**src/rtl/si_div_pkg.sv**
```systemverilog
// si_div_pkg: shared definitions for the iterative signed divider.
//   - default operand widths (DW_DEF dividend/quotient, SW_DEF divisor/remainder)
//   - iteration counter width for the default dividend width
//   - quotient saturation constants used for divide-by-zero and overflow
//   - FSM state encoding
package si_div_pkg;

  localparam int DW_DEF = 16;
  localparam int SW_DEF = 8;
  localparam int CNT_W  = $clog2(DW_DEF);

  // Most positive / most negative quotient at the default width.
  localparam logic [DW_DEF-1:0] QMAX = {1'b0, {(DW_DEF-1){1'b1}}};
  localparam logic [DW_DEF-1:0] QMIN = {1'b1, {(DW_DEF-1){1'b0}}};

  typedef enum logic [1:0] {
    IDLE = 2'd0,
    CALC = 2'd1,
    DONE = 2'd2
  } state_t;

endpackage

```
**src/rtl/si_div_step.sv**
```systemverilog
// si_div_step: one radix-2 restoring division step (purely combinational).
//   pr      : current partial remainder magnitude (SW+1 bits, always < |dvs|)
//   din     : next dividend magnitude bit, MSB first
//   dvs_mag : divisor magnitude (SW bits, non-zero)
//   pr_nxt  : partial remainder after the step
//   qbit    : quotient bit produced by the step
module si_div_step #(
  parameter int SW = 8
) (
  input  logic [SW:0]   pr,
  input  logic          din,
  input  logic [SW-1:0] dvs_mag,
  output logic [SW:0]   pr_nxt,
  output logic          qbit
);

  logic [SW+1:0] shifted;
  logic [SW+1:0] trial;

  // shifted < 2^(SW+1) and dvs_mag < 2^SW, so the difference always fits in
  // SW+2 bits two's complement and its MSB is a reliable sign.
  always_comb begin
    shifted = {pr, din};
    trial   = shifted - {2'b00, dvs_mag};
    qbit    = ~trial[SW+1];
    pr_nxt  = qbit ? trial[SW:0] : shifted[SW:0];
  end

endmodule

```
**src/rtl/si_div_16b_seq.sv**
```systemverilog
// si_div_16b_seq: iterative signed divider, radix-2 restoring, one quotient
// bit per clock. Truncates toward zero; remainder takes the dividend's sign.
//   clk, rst_n      : clock, asynchronous active-low reset
//   in_vld/in_rdy   : operand handshake (dvd DW-bit, dvs SW-bit, signed)
//   out_vld/out_rdy : result handshake (quo DW-bit, rem SW-bit, signed)
//   dz              : divide-by-zero (quo saturated by dividend sign, rem 0)
//   ovf             : -2^(DW-1) / -1 (quo saturated positive, rem 0)
module si_div_16b_seq
  import si_div_pkg::*;
#(
  parameter int DW = DW_DEF,
  parameter int SW = SW_DEF
) (
  input  logic          clk,
  input  logic          rst_n,
  input  logic          in_vld,
  output logic          in_rdy,
  input  logic [DW-1:0] dvd,
  input  logic [SW-1:0] dvs,
  output logic          out_vld,
  input  logic          out_rdy,
  output logic [DW-1:0] quo,
  output logic [SW-1:0] rem,
  output logic          dz,
  output logic          ovf
);

  localparam int CW = $clog2(DW);
  localparam logic [DW-1:0] Q_POS_SAT = {1'b0, {(DW-1){1'b1}}};
  localparam logic [DW-1:0] Q_NEG_SAT = {1'b1, {(DW-1){1'b0}}};

  state_t state, state_nxt;

  logic [CW-1:0] cnt;
  logic [DW-1:0] a_mag;     // dividend magnitude; quotient bits shift in at the LSB
  logic [SW-1:0] b_mag;     // divisor magnitude
  logic [SW:0]   pr;        // partial remainder magnitude
  logic          sign_q;
  logic          sign_r;

  logic          accept;
  logic          last;
  logic          dvs_zero;
  logic [DW-1:0] dvd_abs;
  logic [SW-1:0] dvs_abs;
  logic [SW:0]   pr_nxt;
  logic          qbit;
  logic [DW-1:0] q_mag;
  logic [SW-1:0] r_mag;
  logic [DW-1:0] quo_fin;
  logic [SW-1:0] rem_fin;
  logic          ovf_fin;

  si_div_step #(.SW(SW)) u_step (
    .pr      (pr),
    .din     (a_mag[DW-1]),
    .dvs_mag (b_mag),
    .pr_nxt  (pr_nxt),
    .qbit    (qbit)
  );

  // FSM state register.
  // NOTE: async active-low reset; all sequential state uses non-blocking (<=)
  // so every flop samples pre-edge values regardless of block ordering.
  always_ff @(posedge clk or negedge rst_n) begin
    if (!rst_n) state <= IDLE;
    else        state <= state_nxt;
  end

  // Next-state and handshake outputs.
  // NOTE: every output gets a default before the case, so no path leaves a
  // signal unassigned and no latch is inferred.
  always_comb begin
    state_nxt = state;
    in_rdy    = 1'b0;
    out_vld   = 1'b0;
    case (state)
      IDLE: begin
        in_rdy = 1'b1;
        if (in_vld) state_nxt = dvs_zero ? DONE : CALC;
      end
      CALC: begin
        if (last) state_nxt = DONE;
      end
      DONE: begin
        out_vld = 1'b1;
        if (out_rdy) state_nxt = IDLE;
      end
      default: state_nxt = IDLE;
    endcase
  end

  // Operand magnitudes (|-2^(DW-1)| wraps to 2^(DW-1), which is correct
  // when read as unsigned) and final sign correction.
  always_comb begin
    accept   = in_rdy & in_vld;
    last     = (state == CALC) && (cnt == CW'(DW - 1));
    dvs_zero = (dvs == '0);
    dvd_abs  = dvd[DW-1] ? -dvd : dvd;
    dvs_abs  = dvs[SW-1] ? -dvs : dvs;

    q_mag    = {a_mag[DW-2:0], qbit};
    r_mag    = pr_nxt[SW-1:0];
    // A magnitude of 2^(DW-1) with a positive sign only arises from
    // -2^(DW-1) / -1; a negative sign maps it back to -2^(DW-1) exactly.
    ovf_fin  = q_mag[DW-1] & ~sign_q;
    quo_fin  = ovf_fin ? Q_POS_SAT : (sign_q ? -q_mag : q_mag);
    rem_fin  = ovf_fin ? '0 : (sign_r ? -r_mag : r_mag);
  end

  // Datapath and result registers.
  always_ff @(posedge clk or negedge rst_n) begin
    if (!rst_n) begin
      cnt    <= '0;
      a_mag  <= '0;
      b_mag  <= '0;
      pr     <= '0;
      sign_q <= 1'b0;
      sign_r <= 1'b0;
      quo    <= '0;
      rem    <= '0;
      dz     <= 1'b0;
      ovf    <= 1'b0;
    end else if (accept) begin
      cnt    <= '0;
      a_mag  <= dvd_abs;
      b_mag  <= dvs_abs;
      pr     <= '0;
      sign_q <= dvd[DW-1] ^ dvs[SW-1];
      sign_r <= dvd[DW-1];
      dz     <= dvs_zero;
      ovf    <= 1'b0;
      if (dvs_zero) begin
        quo <= dvd[DW-1] ? Q_NEG_SAT : Q_POS_SAT;
        rem <= '0;
      end
    end else if (state == CALC) begin
      cnt   <= cnt + 1'b1;
      a_mag <= q_mag;
      pr    <= pr_nxt;
      if (last) begin
        quo <= quo_fin;
        rem <= rem_fin;
        ovf <= ovf_fin;
      end
    end
  end

endmodule

```
**config.mk**
```make
export PLATFORM = sky130hd
export DESIGN_NAME = si_div_16b_seq
export DESIGN_NICKNAME = d
export VERILOG_FILES = /design/src/rtl/si_div_pkg.sv /design/src/rtl/si_div_step.sv /design/src/rtl/si_div_16b_seq.sv
export SDC_FILE = /design/constraint.sdc
export NUM_CORES = 1
export LEC_CHECK = 0
export CAP_MARGIN = 20
export CELL_PAD_IN_SITES_DETAIL_PLACEMENT = 1
export CELL_PAD_IN_SITES_GLOBAL_PLACEMENT = 1
export CORE_MARGIN = 5
export CORE_UTILIZATION = 45
export DETAILED_ROUTE_END_ITERATION = 7
export MAX_ROUTING_LAYER = met4
export PLACE_DENSITY_LB_ADDON = 0.1
export SLEW_MARGIN = 20
export SYNTH_ARGS = -nofsm -noshare
export SYNTH_HDL_FRONTEND = slang
export SYNTH_SLANG_ARGS = --single-unit
export TNS_END_PERCENT = 100
```
**constraint.sdc**
```tcl
create_clock -name clk -period 6.2 [get_ports clk]
set_clock_uncertainty 0.1 [all_clocks]
set_input_delay 0.93 -clock clk [delete_from_list [all_inputs] [get_ports clk]]
set_output_delay 0.93 -clock clk [all_outputs]
set_load 0.1 [all_outputs]
```
==> results.txt, run 1 <==
run status = completed
Top Layout Cells = nand2_1 (79), dfrtp_1 (67), o21ai_0 (58), clkdlybuf4s50_1 (54), nor2_1 (32)
DP Cell Count = 689
Reg2Reg Depth = 12
hold depth = 2
Worst Tran Pin Value = 0.9808 ns
fin cells = 704
most common flop cell mapped by yosys = dfrtp_1
Critical-path top delay cell = or3b_2
Synth Seq Share = 0.3798
crit-path max FO = 20
GR Overflow Total = 0
relative slew slack = 0.3441
capturing point of the worst reg2reg path = quo[8]$_DFFE_PN0P_
Slew Viols, Final = 0
CTS H-tree depth = 3
wire per inst = 17.83 µm
net count after synthesis = 570
wirelength, routed = 12560 µm
cycle use final = 0.6418
logic area = 2515 µm²
FP Util = 0.4558
fa+ha+maj area frac = 0.04138
Worst Path Required = 6.35 ns
top cells by count = nand2_1 (79), dfrtp_1 (67), o21ai_0 (58), nor2_1 (32)
CTS tree = built
HP Start = b_mag[6]$_DFFE_PN0P_
Initial DRT Pass Iterations = 4
Initial DRC Count = 195
cells along the critical path = ha_1 -> a21oi_1 -> o211ai_1 -> or3_1 -> and2_4 -> inv_1 -> ha_1 -> or3b_2 -> o31ai_1 -> xnor2_1 -> o21ai_0 -> o21ai_0
Synth Area in XOR/XNOR = 0.07738
share of cells above drive strength 1 = 0.05079
highest clock rate = 0.2513 GHz
setup violators final = 0
DR vias = 4053
number of signal-net buffers in the layout = 60
Placed Area = 5024 µm²
fillcell total = 1155
Final non-clock buffer share = 0.1122
post-synthesis mux area share = 0.01814
antenna viol nets, final = 0
CTS-repair resized insts = 0
# rows = 36
GRT Util Overall = 0.2365
max cap viols = 0
Final Hold Fails = 0
first-pass GRT wire length = 21680 µm
Place WS = 2.169 ns
mean post-synth cell area = 8.360 µm²
clk sinks = 67
Min-Delay Path Class = flip-flop to flip-flop
Via-to-Cell Ratio = 5.757
register cell area after layout = 1677 µm²
clk tree area frac = 0.03369
RR Startpoint = pr[3]$_DFFE_PN0P_
Largest stage delay, worst path = 0.54 ns
critical path type = flip-flop to flip-flop
Worst setup SP type = flip-flop
sequential share of cell area = 0.3225
flip-flops = 67
Ports = 56
residual DRC count = 0
GPL Wtd Cong = 0.8112
Tap Cells = 133
CP Capture Point = quo[8]$_DFFE_PN0P_
Multi-In Gates = 407
Clock Path Buffers = 2
Inverters = 22
Mapped Cells = 528
CORE AREA = 9684 µm²
vias in the first global route = 4286
Post-synth area hogs = dfrtp_1 (38%), nand2_1 (6.7%), o21ai_0 (6.6%)
initial antenna violation count = 0
Cell Type Count = 63
Root Buffer = clkbuf_8
worst path arrival time = 4.13 ns
Clk pin slew, worst setup/hold paths = 0.08 ns
ys async rst share = 1.000
Compound Share, Synth = 0.2029
Worst Setup SP = pr[3]$_DFFE_PN0P_
largest net degree at the start of global routing = 68
setup ws final = 2.221 ns
Yosys top cell by area = dfrtp_1
Top cell area share = 0.3798
tool warnings = 26
Finished Core Util = 0.5368
Ys Warns = 0
ys cells = 528
Chip Height = 109.0 µm
Buf+Inv Stages, Crit Path = 1
area reported by Yosys stat = 4414 µm²
Clk Latency, worst-skew pair = 0.35 ns
## run 1: routing by layer
metal  vias to the layer above  GRT usage  share of wire
met4                         0    0.06402          0.011
met5                         -          -              0
met3                        17    0.03789          0.034
met2                        77     0.3548           0.46
li1                       1955          -              -
met1                      2004     0.3325           0.49
## run 1: sequential cells by signal (all words and copies together), names as in the netlist
name,count
ovf,1
state,2
pr,9
sign_q,1
cnt,4
quo,16
dz,1
sign_r,1
b_mag,8
rem,8
a_mag,16
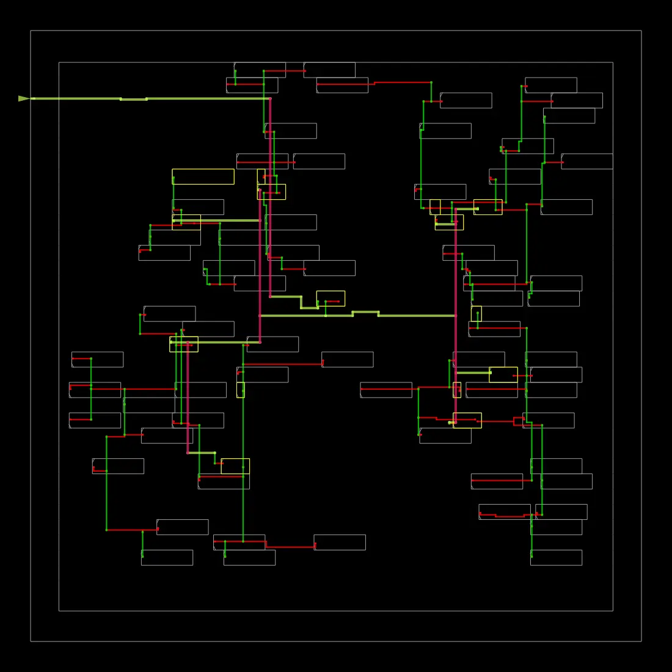
(run_1/clocks.png)
CTS Buf Count: 9
CLK BUF: 12

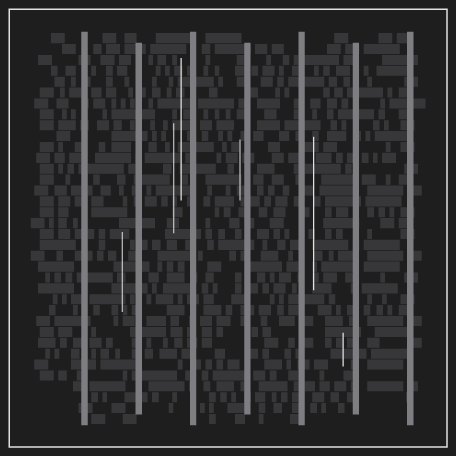
(run_1/layer_met4.png)
(4 px per µm) Supply wires on this layer in gray.
The wires run mostly vertical. 4 nets have wire on it. The layer carries 144 µm of wire.

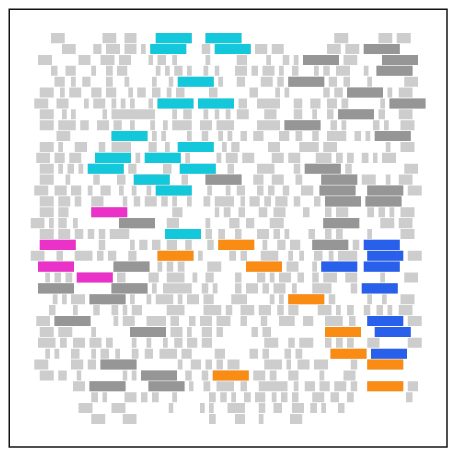
(run_1/flops_by_reg.png)
(4 px per µm) Other sequential cells in the stronger gray, the rest of the logic in the fainter gray.
Orange is pr, placed flops 9. Cyan is a_mag, placed flops 16. Magenta is cnt, placed flops 4, where middle left. Blue is rem, placed flops 8, where middle right.

==> run_1/wires.png <==
(4 px per µm)
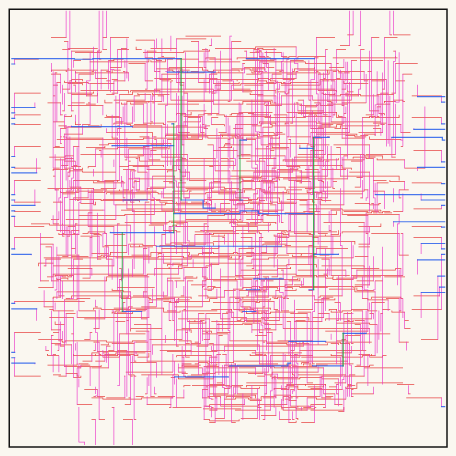

## Run 2: what changed since run 1
CORE_UTILIZATION = 42   (was 45)
clock period = 3.8 ns   (was 6.2 ns; I/O delays follow)
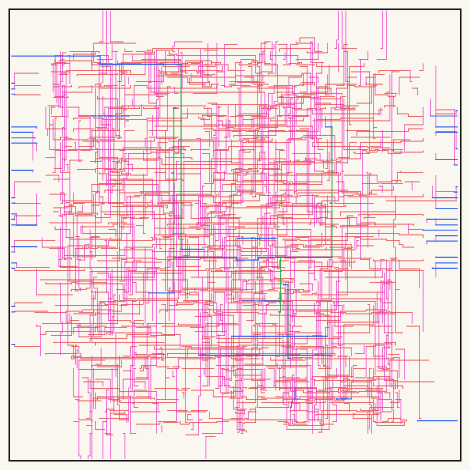
(run_2/wires.png)
(4 px per µm)
Green is metal 4, wire length 157 µm. Red is metal 1, wire length 6510 µm. Magenta is metal 2, wire length 5870 µm. Blue is metal 3, wire length 344 µm.
GRT Util Overall: 0.2168
DR vias: 4121
wirelength, routed: 12880 µm

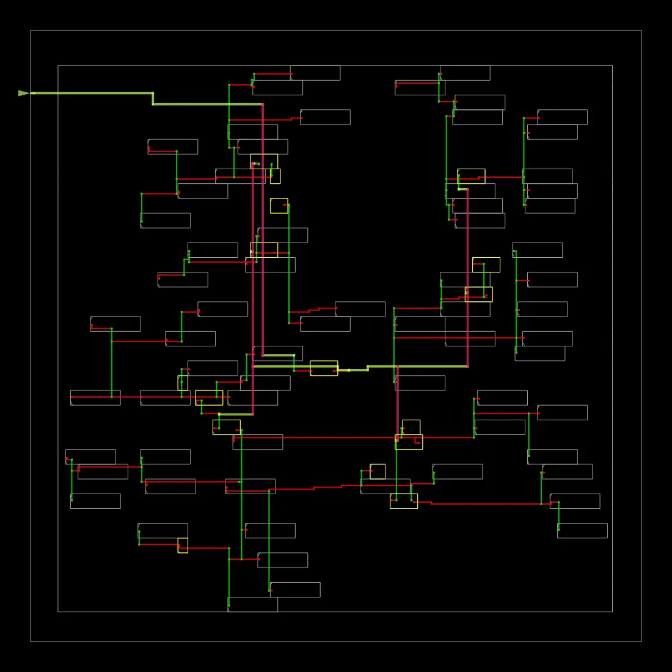
(run_2/clocks.png)
CLK BUF: 10
flip-flops: 67
clk sinks: 67

==> run 2 against run 1 <==
  * Non-clock buffer count up 14
  * Critical endpoint unchanged
  * Cell count up 2.6%
  * Maximum frequency up 9.2%
  * First-iteration DRC count down 16%
  * Global-route usage down 2.0 points
  * Design area up 2.3%
==> results.txt, run 2 <==
run status = completed
capturing point of the worst reg2reg path = quo[8]$_DFFE_PN0P_
GPL Wtd Cong = 0.8683 (+7.0%)
area reported by Yosys stat = 4414 µm² (unchanged)
CTS Buf Count = 9 (unchanged)
vias in the first global route = 4286 (unchanged)
# rows = 37 (+2.8%)
cycle use final = 0.9587 (+0.3169)
fin cells = 722 (+2.6%)
DP Cell Count = 705 (+2.3%)
Min-Delay Path Class = primary input to asynchronous set/reset pin
highest clock rate = 0.2745 GHz (+9.2%)
max cap viols = 0 (unchanged)
worst path arrival time = 3.81 ns (-0.32 ns)
fillcell total = 1258 (+8.9%)
Initial DRC Count = 164 (-16%)
Initial DRT Pass Iterations = 4 (unchanged)
Yosys top cell by area = dfrtp_1
Mapped Cells = 528 (unchanged)
Clk Latency, worst-skew pair = 0.35 ns (about the same)
Compound Share, Synth = 0.2029 (unchanged)
Worst Tran Pin Value = 0.9827 ns (+0.001880 ns)
Slew Viols, Final = 0 (unchanged)
Final Hold Fails = 0 (unchanged)
first-pass GRT wire length = 21780 µm (+0.45%)
CTS-repair resized insts = 0 (unchanged)
share of cells above drive strength 1 = 0.08362 (+0.03283)
cells along the critical path = inv_1 -> ha_2 -> a211oi_4 -> o211ai_1 -> or3_1 -> and2_4 -> inv_1 -> ha_1 -> or3b_2 -> o31ai_1 -> xnor2_1 -> o21ai_0 -> o21ai_0
post-synthesis mux area share = 0.01814 (unchanged)
most common flop cell mapped by yosys = dfrtp_1
fa+ha+maj area frac = 0.04138 (unchanged)
antenna viol nets, final = 0 (unchanged)
wire per inst = 17.84 µm (about the same)
setup violators final = 0 (unchanged)
Clock Path Buffers = 2 (unchanged)
Worst Setup SP = b_mag[7]$_DFFE_PN0P_
mean post-synth cell area = 8.360 µm² (unchanged)
CORE AREA = 10280 µm² (+6.1%)
ys async rst share = 1.000 (unchanged)
Chip Height = 112.5 µm (+3.2%)
Critical-path top delay cell = or3b_2
tool warnings = 26 (unchanged)
Worst Path Required = 3.97 ns (-2.38 ns)
CP Capture Point = quo[8]$_DFFE_PN0P_
Top Layout Cells = nand2_1 (79), dfrtp_1 (67), o21ai_0 (58), clkdlybuf4s50_1 (54), nor2_1 (32)
top flop regs = a_mag x16, quo x16, pr x9
critical path type = flip-flop to flip-flop
largest net degree at the start of global routing = 58 (-15%)
Finished Core Util = 0.5174 (-0.01941)
FP Util = 0.4295 (-0.02630)
Top cell area share = 0.3798 (unchanged)
RR Startpoint = b_mag[7]$_DFFE_PN0P_
logic area = 2522 µm² (+0.30%)
initial antenna violation count = 0 (unchanged)
Ports = 56 (unchanged)
top cells by count = nand2_1 (79), dfrtp_1 (67), o21ai_0 (58), nor2_1 (32)
Post-synth area hogs = dfrtp_1 (38%), nand2_1 (6.7%), o21ai_0 (6.6%)
net count after synthesis = 570 (unchanged)
Via-to-Cell Ratio = 5.708 (-0.86%)
residual DRC count = 0 (unchanged)
Clk pin slew, worst setup/hold paths = 0.08 ns (about the same)
[run 2: per-layer routing]
metal  up-vias  GRT usage  share of wire  wire length, µm
li1       2000          -              -                -
met1      2038     0.3059           0.51             6511
met2        70     0.3290           0.46             5869
met3        13    0.02534          0.027              343
met4         0    0.06330          0.012              157
met5         -          -              0                0
[run 2: final cells by class]
cell class,count,area share
Multi-Input combinational cell,407,0.4744
Sequential cell,67,0.3153
Timing Repair Buffer,74,0.1294
Tap cell,136,0.03200
Clock buffer,10,0.02588
Inverter,22,0.01553
Clock inverter,6,0.007529
